## src/rtl/snoop_pkg.sv

```systemverilog
// Shared encodings for the MSI snooping cache: bus message codes, line states,
// message field positions and controller FSM states.
package snoop_pkg;

  localparam int NLINES  = 4;
  localparam int MSG_HI  = 8;
  localparam int MSG_LO  = 7;
  localparam int ADDR_HI = 6;
  localparam int ADDR_LO = 4;
  localparam int DATA_HI = 3;
  localparam int DATA_LO = 0;

  typedef enum logic [1:0] {
    MSG_RM  = 2'd0,
    MSG_WB  = 2'd1,
    MSG_WM  = 2'd2,
    MSG_INV = 2'd3
  } msg_e;

  typedef enum logic [1:0] {
    ST_I = 2'd0,
    ST_S = 2'd1,
    ST_M = 2'd2
  } msi_e;

  typedef enum logic [2:0] {
    S_IDLE,
    S_WB_REQ,
    S_MISS_REQ,
    S_INV_REQ,
    S_WAIT_MEM
  } fsm_e;

  function automatic logic [8:0] mk_msg(input msg_e m, input logic [2:0] a, input logic [3:0] d);
    return {m, a, d};
  endfunction

endpackage

```

## src/rtl/snoop_wb_fifo.sv

```systemverilog
// Small FIFO holding snoop-forced write-backs; head is visible combinationally.
// Push while full is ignored unless a pop happens in the same cycle.
module snoop_wb_fifo #(
  parameter int DEPTH = 2,
  parameter int W     = 7
) (
  input  logic         clock,
  input  logic         reset_n,
  input  logic         push,
  input  logic [W-1:0] push_dat,
  input  logic         pop,
  output logic         empty,
  output logic         full,
  output logic [W-1:0] head
);
  localparam int PW = (DEPTH > 1) ? $clog2(DEPTH) : 1;
  localparam int CW = $clog2(DEPTH + 1);

  logic [W-1:0]  mem_q [DEPTH];
  logic [PW-1:0] wr_q, rd_q;
  logic [CW-1:0] cnt_q;
  logic          do_push, do_pop;

  function automatic logic [PW-1:0] bump(input logic [PW-1:0] p);
    return (p == PW'(DEPTH - 1)) ? '0 : p + PW'(1);
  endfunction

  assign empty   = (cnt_q == '0);
  assign full    = (cnt_q == CW'(DEPTH));
  assign do_pop  = pop && !empty;
  assign do_push = push && (!full || do_pop);
  assign head    = mem_q[rd_q];

  always_ff @(posedge clock or negedge reset_n) begin
    if (!reset_n) begin
      for (int i = 0; i < DEPTH; i++) mem_q[i] <= '0;
      wr_q  <= '0;
      rd_q  <= '0;
      cnt_q <= '0;
    end else begin
      if (do_push) begin
        mem_q[wr_q] <= push_dat;
        wr_q        <= bump(wr_q);
      end
      if (do_pop) rd_q <= bump(rd_q);
      if (do_push != do_pop) cnt_q <= do_push ? cnt_q + CW'(1) : cnt_q - CW'(1);
    end
  end

endmodule

```

## src/rtl/snoop_cache_ctrl.sv

```systemverilog
// MSI snooping cache controller, 4 direct-mapped lines; hits complete next cycle, misses go over the bus.
// cpu_ready drops outside IDLE or while snoop write-backs are queued; bus_req holds until granted.
module snoop_cache_ctrl
  import snoop_pkg::*;
#(
  parameter int MEM_LAT  = 1,
  parameter int WB_DEPTH = 2
) (
  input  logic       clock,
  input  logic       reset_n,
  input  logic       cpu_valid,
  input  logic       cpu_write,
  input  logic [2:0] cpu_addr,
  input  logic [3:0] cpu_wdata,
  output logic       cpu_ready,
  output logic       cpu_done,
  output logic [3:0] cpu_rdata,
  output logic       bus_req,
  input  logic       bus_gnt,
  output logic [8:0] bus_out,
  output logic       bus_out_valid,
  input  logic [8:0] snoop_in,
  input  logic       snoop_valid,
  input  logic [8:0] mem_data,
  output logic       wb_overflow
);
  localparam int CW = $clog2(MEM_LAT + 2);

  fsm_e          state_q, state_d;
  msi_e          st_q [NLINES];
  msi_e          st_d [NLINES];
  msi_e          snp_st [NLINES];
  logic          tag_q [NLINES];
  logic          tag_d [NLINES];
  logic [3:0]    dat_q [NLINES];
  logic [3:0]    dat_d [NLINES];
  logic          req_wr_q, req_wr_d, wb_buf_q, wb_buf_d;
  logic [2:0]    req_addr_q, req_addr_d;
  logic [3:0]    req_wdata_q, req_wdata_d, rdata_q, rdata_d;
  logic [CW-1:0] cnt_q, cnt_d;
  logic          done_q, done_d, bus_req_q, bus_req_d, bus_vld_q, bus_vld_d, ovf_q, ovf_d;
  logic [8:0]    bus_out_q, bus_out_d;

  msg_e       s_msg;
  logic [2:0] s_addr;
  logic [1:0] s_idx, c_idx, r_idx;
  logic       snp_push, fifo_pop, fifo_empty, fifo_full, grant, victim_dirty, inv_lost;
  logic [6:0] snp_push_dat, fifo_head;
  logic [8:0] miss_msg;
  logic       unused_ok;

  assign s_msg     = msg_e'(snoop_in[MSG_HI:MSG_LO]);
  assign s_addr    = snoop_in[ADDR_HI:ADDR_LO];
  assign s_idx     = s_addr[1:0];
  assign c_idx     = cpu_addr[1:0];
  assign r_idx     = req_addr_q[1:0];
  assign unused_ok = ^{mem_data[8:4], snoop_in[DATA_HI:DATA_LO]};

  // Snoop view of the line array; the FSM below decides and writes on top of it.
  always_comb begin
    for (int i = 0; i < NLINES; i++) snp_st[i] = st_q[i];
    snp_push     = 1'b0;
    snp_push_dat = {s_addr, dat_q[s_idx]};
    if (snoop_valid && st_q[s_idx] != ST_I && tag_q[s_idx] == s_addr[2]) begin
      case (st_q[s_idx])
        ST_M: begin
          if (s_msg == MSG_RM) begin
            snp_push      = 1'b1;
            snp_st[s_idx] = ST_S;
          end else if (s_msg == MSG_WM) begin
            snp_push      = 1'b1;
            snp_st[s_idx] = ST_I;
          end
        end
        ST_S: if (s_msg == MSG_WM || s_msg == MSG_INV) snp_st[s_idx] = ST_I;
        default: ;
      endcase
    end
  end

  snoop_wb_fifo #(.DEPTH(WB_DEPTH), .W(7)) u_wb_fifo (
    .clock    (clock),
    .reset_n  (reset_n),
    .push     (snp_push),
    .push_dat (snp_push_dat),
    .pop      (fifo_pop),
    .empty    (fifo_empty),
    .full     (fifo_full),
    .head     (fifo_head)
  );

  assign cpu_ready    = (state_q == S_IDLE) && fifo_empty;
  assign grant        = bus_req_q && bus_gnt;
  assign victim_dirty = (snp_st[r_idx] == ST_M);
  assign inv_lost     = (snp_st[r_idx] == ST_I);
  assign miss_msg     = mk_msg(req_wr_q ? MSG_WM : MSG_RM, req_addr_q, 4'h0);

  always_comb begin
    state_d     = state_q;
    for (int i = 0; i < NLINES; i++) begin
      st_d[i]  = snp_st[i];
      tag_d[i] = tag_q[i];
      dat_d[i] = dat_q[i];
    end
    req_wr_d    = req_wr_q;
    req_addr_d  = req_addr_q;
    req_wdata_d = req_wdata_q;
    wb_buf_d    = wb_buf_q;
    cnt_d       = cnt_q;
    done_d      = 1'b0;
    rdata_d     = rdata_q;
    bus_out_d   = '0;
    bus_vld_d   = 1'b0;
    fifo_pop    = 1'b0;
    case (state_q)
      S_IDLE: begin
        if (!fifo_empty) begin
          wb_buf_d = 1'b1;
          state_d  = S_WB_REQ;
        end else if (cpu_valid) begin
          req_wr_d    = cpu_write;
          req_addr_d  = cpu_addr;
          req_wdata_d = cpu_wdata;
          if (snp_st[c_idx] != ST_I && tag_q[c_idx] == cpu_addr[2]) begin
            if (!cpu_write) begin
              done_d  = 1'b1;
              rdata_d = dat_q[c_idx];
            end else if (snp_st[c_idx] == ST_M) begin
              dat_d[c_idx] = cpu_wdata;
              done_d       = 1'b1;
            end else begin
              state_d = S_INV_REQ;
            end
          end else if (snp_st[c_idx] == ST_M) begin
            wb_buf_d = 1'b0;
            state_d  = S_WB_REQ;
          end else begin
            state_d = S_MISS_REQ;
          end
        end
      end
      S_WB_REQ: begin
        if (wb_buf_q) begin
          if (grant) begin
            bus_out_d = mk_msg(MSG_WB, fifo_head[6:4], fifo_head[3:0]);
            bus_vld_d = 1'b1;
            fifo_pop  = 1'b1;
            state_d   = S_IDLE;
          end
        end else if (!victim_dirty) begin
          // A snoop already cleaned the victim, so go straight to the miss.
          if (grant) begin
            bus_out_d = miss_msg;
            bus_vld_d = 1'b1;
            cnt_d     = '0;
            state_d   = S_WAIT_MEM;
          end else begin
            state_d = S_MISS_REQ;
          end
        end else if (grant) begin
          bus_out_d   = mk_msg(MSG_WB, {tag_q[r_idx], r_idx}, dat_q[r_idx]);
          bus_vld_d   = 1'b1;
          st_d[r_idx] = ST_I;
          state_d     = S_MISS_REQ;
        end
      end
      S_MISS_REQ: begin
        if (grant) begin
          bus_out_d = miss_msg;
          bus_vld_d = 1'b1;
          cnt_d     = '0;
          state_d   = S_WAIT_MEM;
        end
      end
      S_INV_REQ: begin
        if (inv_lost) begin
          if (grant) begin
            bus_out_d = miss_msg;
            bus_vld_d = 1'b1;
            cnt_d     = '0;
            state_d   = S_WAIT_MEM;
          end else begin
            state_d = S_MISS_REQ;
          end
        end else if (grant) begin
          bus_out_d    = mk_msg(MSG_INV, req_addr_q, 4'h0);
          bus_vld_d    = 1'b1;
          st_d[r_idx]  = ST_M;
          dat_d[r_idx] = req_wdata_q;
          done_d       = 1'b1;
          state_d      = S_IDLE;
        end
      end
      S_WAIT_MEM: begin
        if (cnt_q == CW'(MEM_LAT)) begin
          tag_d[r_idx] = req_addr_q[2];
          if (req_wr_q) begin
            st_d[r_idx]  = ST_M;
            dat_d[r_idx] = req_wdata_q;
          end else begin
            st_d[r_idx]  = ST_S;
            dat_d[r_idx] = mem_data[DATA_HI:DATA_LO];
            rdata_d      = mem_data[DATA_HI:DATA_LO];
          end
          done_d  = 1'b1;
          state_d = S_IDLE;
        end else begin
          cnt_d = cnt_q + CW'(1);
        end
      end
      default: state_d = S_IDLE;
    endcase
    bus_req_d = (state_d == S_WB_REQ || state_d == S_MISS_REQ || state_d == S_INV_REQ) && !bus_vld_d;
    ovf_d     = ovf_q | (snp_push & fifo_full & ~fifo_pop);
  end

  always_ff @(posedge clock or negedge reset_n) begin
    if (!reset_n) begin
      state_q <= S_IDLE;
      for (int i = 0; i < NLINES; i++) begin
        st_q[i]  <= ST_I;
        tag_q[i] <= 1'b0;
        dat_q[i] <= '0;
      end
      req_wr_q    <= 1'b0;
      req_addr_q  <= '0;
      req_wdata_q <= '0;
      wb_buf_q    <= 1'b0;
      cnt_q       <= '0;
      done_q      <= 1'b0;
      rdata_q     <= '0;
      bus_req_q   <= 1'b0;
      bus_out_q   <= '0;
      bus_vld_q   <= 1'b0;
      ovf_q       <= 1'b0;
    end else begin
      state_q <= state_d;
      for (int i = 0; i < NLINES; i++) begin
        st_q[i]  <= st_d[i];
        tag_q[i] <= tag_d[i];
        dat_q[i] <= dat_d[i];
      end
      req_wr_q    <= req_wr_d;
      req_addr_q  <= req_addr_d;
      req_wdata_q <= req_wdata_d;
      wb_buf_q    <= wb_buf_d;
      cnt_q       <= cnt_d;
      done_q      <= done_d;
      rdata_q     <= rdata_d;
      bus_req_q   <= bus_req_d;
      bus_out_q   <= bus_out_d;
      bus_vld_q   <= bus_vld_d;
      ovf_q       <= ovf_d;
    end
  end

  assign cpu_done      = done_q;
  assign cpu_rdata     = rdata_q;
  assign bus_req       = bus_req_q;
  assign bus_out       = bus_out_q;
  assign bus_out_valid = bus_vld_q;
  assign wb_overflow   = ovf_q;

endmodule

```

## config.mk

```make
export PLATFORM = sky130hd
export DESIGN_NAME = snoop_cache_ctrl
export DESIGN_NICKNAME = d
export VERILOG_FILES = /design/src/rtl/snoop_pkg.sv /design/src/rtl/snoop_wb_fifo.sv /design/src/rtl/snoop_cache_ctrl.sv
export SDC_FILE = /design/constraint.sdc
export NUM_CORES = 1
export LEC_CHECK = 0
export CAP_MARGIN = 10
export CORE_ASPECT_RATIO = 1.2
export CORE_MARGIN = 1
export CORE_UTILIZATION = 47
export DETAILED_ROUTE_END_ITERATION = 10
export GPL_ROUTABILITY_DRIVEN = 0
export PLACE_DENSITY = 0.68
export SLEW_MARGIN = 20
export SYNTH_ARGS = -nofsm -noshare
export SYNTH_HDL_FRONTEND = slang
export SYNTH_SLANG_ARGS = --single-unit
```

## constraint.sdc

```tcl
create_clock -name clock -period 8 [get_ports clock]
set_clock_uncertainty 0.05 [all_clocks]
set_input_delay 2 -clock clock [delete_from_list [all_inputs] [get_ports clock]]
set_output_delay 2 -clock clock [all_outputs]
set_load 0.01 [all_outputs]
```

run_1/congestion_map.png
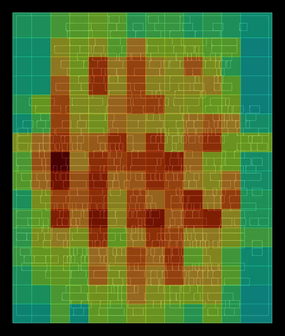
GRT busiest layer: met2
Total Routing Usage GR: 25.4%
met1 Resource Use GR: 32.4%
GR Util met2: 40.0%
met3 Use GR: 5.01%

run_1/class_map.png
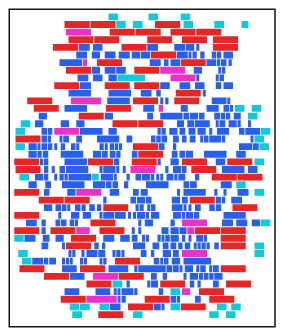
class	color	cells
remaining logic cells	blue	366
sequential cells	red	77
remaining buffers and delay cells	cyan	41
clock drivers and dummy loads	magenta	16
Rows: 40
fin area: 0.00559 mm2
Core Footprint: 0.00996 mm2
Seq/total area: 34.5%
utilization after layout: 56.1%

run_1/pinout.png
Pins as bars across the die edge, other pins in gray.
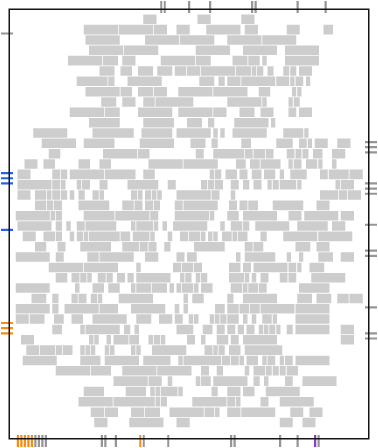
port	color	pins	direction	edge
`mem_data`	orange	9	input	6 bottom, 3 left
`cpu_wdata`	blue	4	input	left
`bus_out_valid`	purple	1	output	bottom
DIE WIDTH: 94.2 um
die height: 113 um

-- run 1: Yosys cell counts, types with 5 or more instances --
master	number	area [um2]
mux2_4	5	75.1
a21oi_1	19	95.1
o221ai_1	6	52.6
nand4_1	6	37.5
nand2b_1	7	43.8
o22ai_1	24	150
nor2_1	52	195
a2bb2oi_1	16	140
o2bb2ai_1	5	43.8
nor2b_1	7	43.8
dfrtp_1	77	1930
a21o_1	5	37.5
mux4_2	18	405
nand2_1	44	165
and2_1	5	31.3
nor3_1	8	40.0
mux2i_1	12	120
mux2_2	26	293
buf_1	6	22.5
inv_1	9	33.8
o21ai_0	17	85.1
nand3_1	10	50.1
clkbuf_1	14	52.6
-- run 1: layer usage --
layer	up-vias	share of wire [%]
met5	-	0
met4	0	4.4
met3	35	6.3
met2	179	48
met1	1975	41
li1	1832	-
==> flow_summary.yaml, run 1 <==
# physical design summary
critical_path:
  cp.arrival_ns: 6.60
  rr_startpoint: "st_q[1]$_DFF_PN0_"
  critPathSlowestCell: "clkdlybuf4s50_1"
  worst_r2r_endpoint: "cpu_rdata[3]$_DFFE_PN0P_"
  crit_start: "snoop_in[4]"
run:
  max_cap_violations: 0
  warnings: 37
routing:
  drc: 0
  via_count: 4021
  ant_nets: 0
  drt_pre_antenna_iters: 5
pwr:
  switchingPower_uw: 744
  internal-power_uw: 1160
  total_power_uw: 1900
  switching_share_pct: 39.1
  comb_power_share_pct: 41.8
  seq_cell_power_uw: 665
cells_and_area:
  layout.nonclk_buf_share_pct: 7.56
  drive_gt1_share_pct: 17.2
  inv_count: 9
  stdcell_count: 626
  lay_top_cells: "dfrtp_1, nor2_1, nand2_1"
  regArea_mm2: 0.00193
synth:
  ys.flop_type: "dfrtp_1"
  ys_sh_xor_pct: 0.548
  ys_seq_share_pct: 40.2
  ys_sh_adder_pct: 1.04
sta:
  tightest_slew_ns: 1.02
  rsz0062_at_grt: "false"
  slew_violations: 0
  timing.setup.tns_ns: 0
  whs_ns: 0.435
  fin_ws_ns: 1.58
placement:
  dpl.cell_count: 609
  placed_area_mm2: 0.00524
  port_buffers: 39
global_routing:
  antenna_found_initial: 0
  grt_pass1_vias: 3990
  grt_max_degree: 78
  overflow: 0
clocking:
  cts_max_level: 3
  clk_pin_slew_worst_paths_ns: 0.06
  cts_max_path_buffers: 2
  root_buffer: "clkbuf_16"
  cts_tree: "built"
hold_path:
  whs_endpoint: "wb_overflow$_DFF_PN0_"
  min_path_cells: 1
floorplan:
  die_area_mm2: 0.0106
  fp-utilization_pct: 48.1
  tapCellCount: 126
outcome:
  outcome: "finished, final reports clean"
run_1/layers.png
Only two layers are drawn.
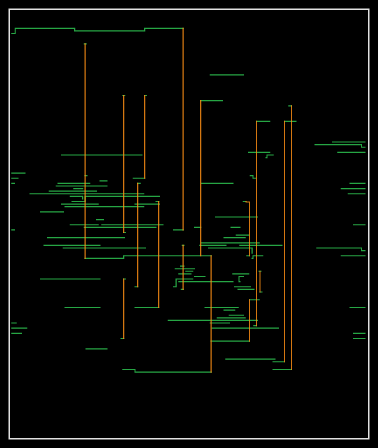

--- run 2 (diff from run 1) ---
==> constraint.sdc (replaced) <==
create_clock -name clock -period 5.95 [get_ports clock]
set_clock_uncertainty 0.05 [all_clocks]
set_input_delay 1.4875 -clock clock [delete_from_list [all_inputs] [get_ports clock]]
set_output_delay 1.4875 -clock clock [all_outputs]
set_load 0.01 [all_outputs]
run_2/layers.png
Only two layers are drawn.
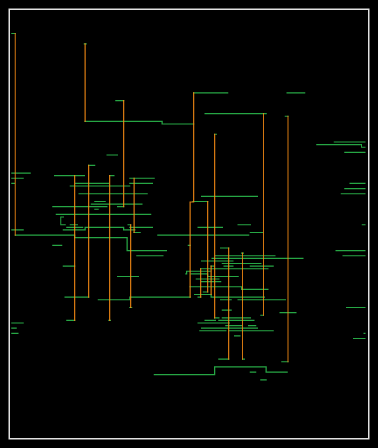
layer	color	wire length
M4	orange	565 um
M3	green	757 um
Total Routing Usage GR: 25.2%
DR WL/cell: 19.7 um
WL final: 12.4 mm
vias after detailed routing: 4041

==> run 2 against run 1 <==
Net effect: hold slack lost 0.020 ns; clock power grew 41%; combinational power up 36%; non-clock buffer count is 4 higher; sequential power up 35%; register-to-register slack got worse by 2.1 ns; critical path type unchanged; largest cell class unchanged.
==> flow_summary.yaml, run 2 <==
# physical design summary
outcome:
  outcome: "finished, final reports clean"
cells_and_area:
  lay_top_cells: "dfrtp_1, nor2_1, nand2_1"
  sh_seq_area_pct: 34.2
  drive_gt1_share_pct: 17.9
  inv_count: 9
  stdcell_count: 630
  final_cell_area_mm2: 0.00564
  layout.nonclk_buf_share_pct: 8.03
  regArea_mm2: 0.00193
  final_util_pct: 56.6
floorplan:
  die_width_um: 94.2
  die_area_mm2: 0.0106
  rows: 40
  tapCellCount: 126
  die_h_um: 113
  fp-utilization_pct: 48.1
  core_mm2: 0.00996
pwr:
  switchingPower_uw: 1010
  comb_power_share_pct: 41.5
  total_power_uw: 2600
  switching_share_pct: 38.7
  seq_cell_power_uw: 896
routing:
  drt_pre_antenna_iters: 5
  drc: 0
  ant_nets: 0
synth:
  area_leaders: "dfrtp_1, mux4_2, mux2_2"
  ys.flop_type: "dfrtp_1"
  top_cells_by_count: "dfrtp_1, nor2_1, nand2_1"
  synth.distinct_cells: 63
  ys_seq_share_pct: 40.2
  ys_sh_adder_pct: 1.04
  ys_sh_xor_pct: 0.548
  top_cell_area_share_pct: 40.2
  yosys.area.top_type: "dfrtp_1"
  yosysMostFrequentCell: "dfrtp_1"
sta:
  slew_violations: 0
  whs_ns: 0.414
  fin_ws_ns: 0.414
  tightest_slew_ns: 0.773
  rsz0062_at_grt: "false"
critical_path:
  crit_start: "snoop_in[4]"
  rr_startpoint: "st_q[1]$_DFF_PN0_"
  rrSetupSlack_ns: 1.75
  critPathSlowestCell: "clkdlybuf4s50_1"
  cp.arrival_ns: 5.72
run:
  max_cap_violations: 0
  warnings: 37
global_routing:
  grt_pass1_vias: 3999
  antenna_found_initial: 0
  overflow: 0
placement:
  port_buffers: 39
  dp_hpwl_mm: 8.85
  dpl.cell_count: 613
  placed_area_mm2: 0.00527
hold_path:
  min_from: "wb_overflow$_DFF_PN0_"
clocking:
  clk_pin_slew_worst_paths_ns: 0.06
  cts_tree: "built"
  cts_max_path_buffers: 2
run_2/clock_wires.png
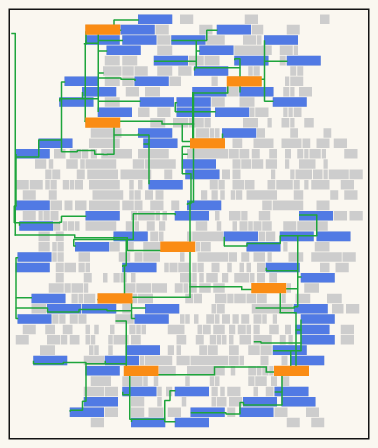
[flip-flops] blue | count: 77
[clock-net drivers] orange | count: 9
[clock wires] green | length: 1090 um
routed clock nets	10
flops lie	all over the die
power share of the clock group: 24.1%
Worst-Skew Late Latency: 0.35 ns

-- run 2: per-layer routing --
| metal | GRT usage [%] | share of wire (%) |
|---|---|---|
| met4 | 14.4 | 4.5 |
| met2 | 38.4 | 47 |
| met1 | 33.1 | 42 |
| met5 | 0 | 0 |
| met3 | 5.42 | 6.1 |
-- run 2: how the worst min path moves through the flow --
stage	end	slack [ns]	depth (start not counted)
final	wb_overflow$_DFF_PN0_	0.41	1
after global routing	wb_overflow$_DFF_PN0_	0.45	1
after CTS	wb_overflow$_DFF_PN0_	0.42	1
after detailed placement	wb_overflow$_DFF_PN0_	0.41	1
after global placement	wb_overflow$_DFF_PN0_	0.41	1
after floorplan	u_wb_fifo.wr_q$_DFFE_PN0P_	0.42	1
Power is estimated from default activity; no workload was simulated.
